Design prog_memory, sky130hd; sources not shown.
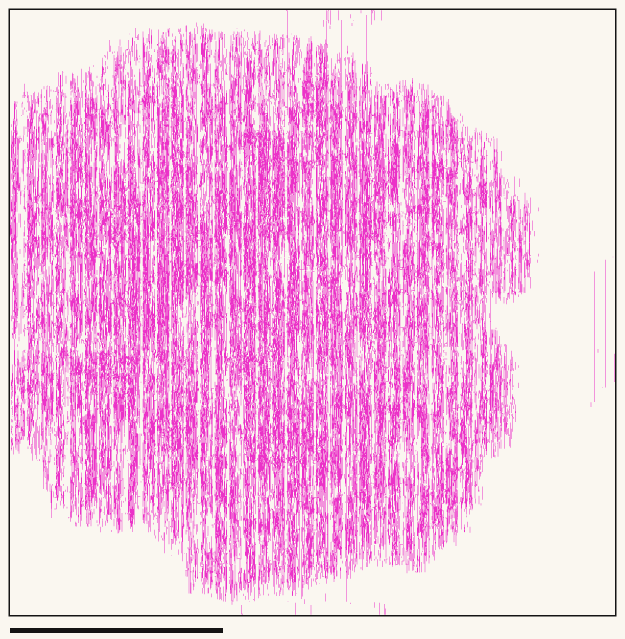
Fig. 1. Met2 routing.
The bar under the picture is 200 um long.
longest straight run = 201 um
share of all routed wire = 47%
wire length on this layer = 205 mm
main direction = vertical
Routed Wire Length: 440000 um
GR Layer Usage met2: 41.4%
via count of the routed design: 85000

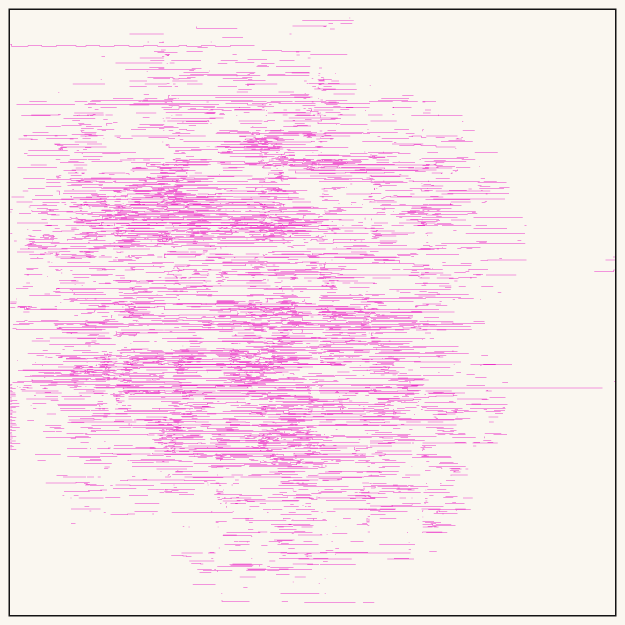
Fig. 2. Met3 routing.
longest straight run = 266 um
nets with wire on the layer = 1781
wire length on this layer = 62.5 mm
share of all routed wire = 14%
met3 layer usage reported by global route: 8.19%

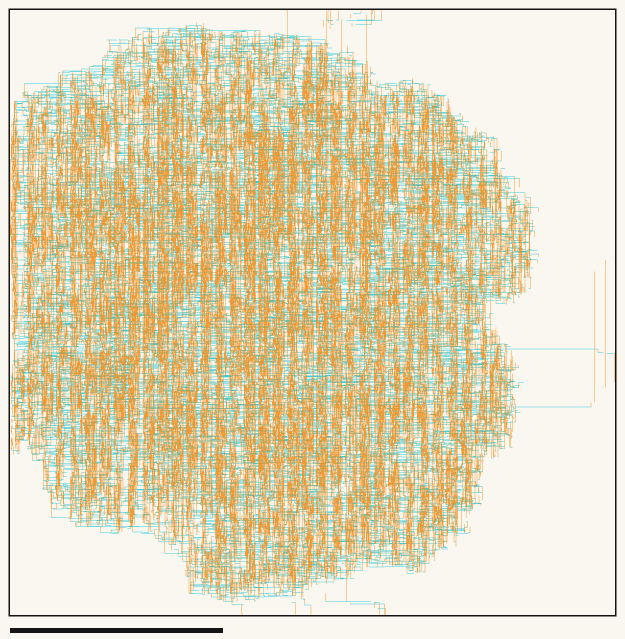
Fig. 3. Signal wires by layer.
The bar under the picture is 200 um long. Only two layers are drawn.
orange -> metal 2  # wire length 205 mm
cyan -> metal 1  # wire length 145 mm
detail-routed net length per standard cell: 35.4 um
total routing usage reported by global routing: 26.8%

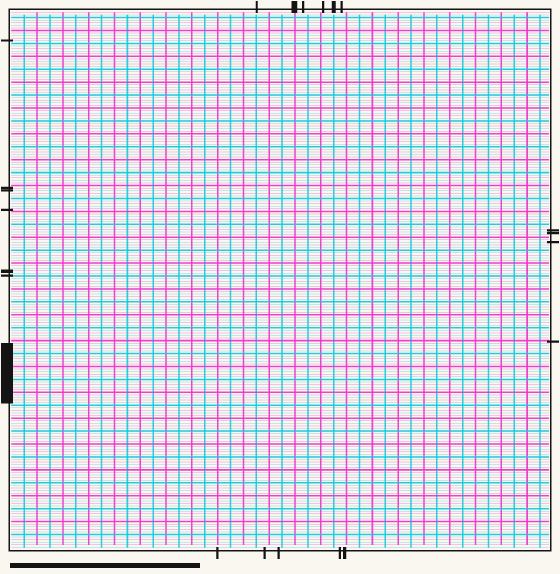
Fig. 4. Floorplan with the power grid.
The bar under the picture is 200 um long. Pins as bars on the die edge.
magenta -> VDD
cyan -> VSS
met1 rails = 208
signal pins = 73
rows = 207
met4 straps = 41
met5 straps = 41
Max rail drop VDD: 0.205 mV
height of the die: 568 um
Die Wd: 568 um

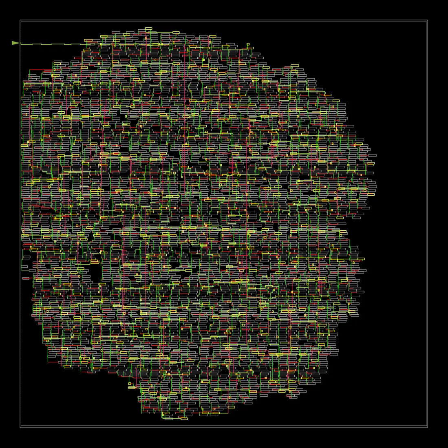
Fig. 5. Clock nets.
clock network power consumption: 0.0150 W
TritonCTS Sinks: 4131

==> summary.txt <==
Implementation results are summarized by area below.

Run status
The flow ran to the end, and the final reports show no timing, DRC or antenna violations.

Clock tree
The clock latency of the later-clocked register in the worst-skew pair is 0.95 ns. The register clock-pin slew on the reported worst setup and hold paths is 0.06 ns. Looking at the post-CTS report, the setup buffer insertion count equals 0.

The CTS tree is built.

Die
Tap insertion was completed with ~4200 tapcells. The chip area is 323000 um2. For reference, the placement row count at floorplan is 207.

The core region area is 319000 um2.

Final timing
The hold violation count in the final report is 0. The number of pins exceeding their max-slew limit in the final report is 0. The post-route worst setup slack is 4.25 ns. From the final report, the count of setup violators was given as 0. Measured against its own limit, the worst slew margin works out to 4.10%. The total negative slack for setup checks is 0 ns. Counting I/O delays and the setup requirement, the final critical path takes 5.45 ns.

Worst hold path
Checking hold timing, the worst path is listed with class flip-flop to flip-flop. The number of instances on the worst hold path is 1.

Layout
After layout, the inverter instance count without clock inverters stands at 9. The logic area is 33600 um2. In the final layout, flip-flops and latches take up 69.1% of the cell area. The register with the most flip-flops in the layout has 4096 of them. The fraction of final cell area spent on clock buffers and inverters in this run is 6.94%.

The final report gives the core utilization as 56.3%. The post-route netlist has 23.6% of its cells at a drive strength greater than 1. At the end of the flow, the number of nets in the layout was approximately 8000. The plain and repair buffers instantiated in the layout total between 400 and 500.

GRT
The first-pass GRT wire length is 616000 um. Per the GRT log, the top usage layer is met2. Global routing finished with a remaining overflow of 0.

The via count of the first global-routing pass is 83600. The largest net degree at the start of global routing is just over 200.

Synth
The chip area in the Yosys report is approximately 160000 um2. The adder and majority gate portion of the synthesized area is 0.0624%. Per the post-synthesis report, the nets total 7531. The cell area after synthesis is 160000 um2. Summed over its instances, the top area cell type makes up 76.7% of the synthesized netlist area. The count of mapped cells out of synthesis is 7478. Sequential cells were found to cover 77.3% of the synthesized design area. Grouping non-sequential cells by family puts the most area in multiplexers.

The tally of unique sky130hd cells used after synthesis is 82. The warning count from the yosys run is 0. The cell with the most instances after synthesis is sky130_fd_sc_hd__edfxtp_1. The number of cells in Yosys stat is 7478.

The count of library flops with an enable pin is 4096. In the synthesized netlist the async set-or-reset flop fraction comes to 0.847%. The simple logic cell fraction of the synthesized area is 2.22%.

Power
The power density relative to cell area is 197 nW/um2. The part of the total power dissipated in combinational logic is 2.6%. Of the total power, the clock network draws approximately 43%. The total leakage power is 46.5 nW. The internal power contribution is 0.0280 W. The dominant power group in this design is sequential cells.

Worst setup path
The total number of cells along the worst setup path is 11. Together, buffers and inverters on the worst path number 4. The slowest stage cell on the critical path is sky130_fd_sc_hd__a211oi_1. The critical path required time is 10.51 ns. Per STA, the worst path accumulates the most delay in the family AND-OR/OR-AND gates.

Routing
The remaining routing DRC violations is 0. The length of routed met3 wiring is 62500 um. The routed design uses 205000 um of met2 wire. Per the log, the first TritonRoute iteration ended with a DRC count of 15100. The pre-antenna-repair detailed-routing pass consisted of 7 iterations.

Place
The placed standard-cell area is ~170000 um2. After detailed placement, the design holds a cell count of 11700. The detailed placer's ending HPWL is 247000 um. As logged by OpenROAD, the buffers inserted on ports number 71.

Flow run
Across the run, the number of max-cap violations was 0. The stage logs contain a warning count of a little over 80.
Power figures rest on the tool's default switching activity, not on a simulated workload.
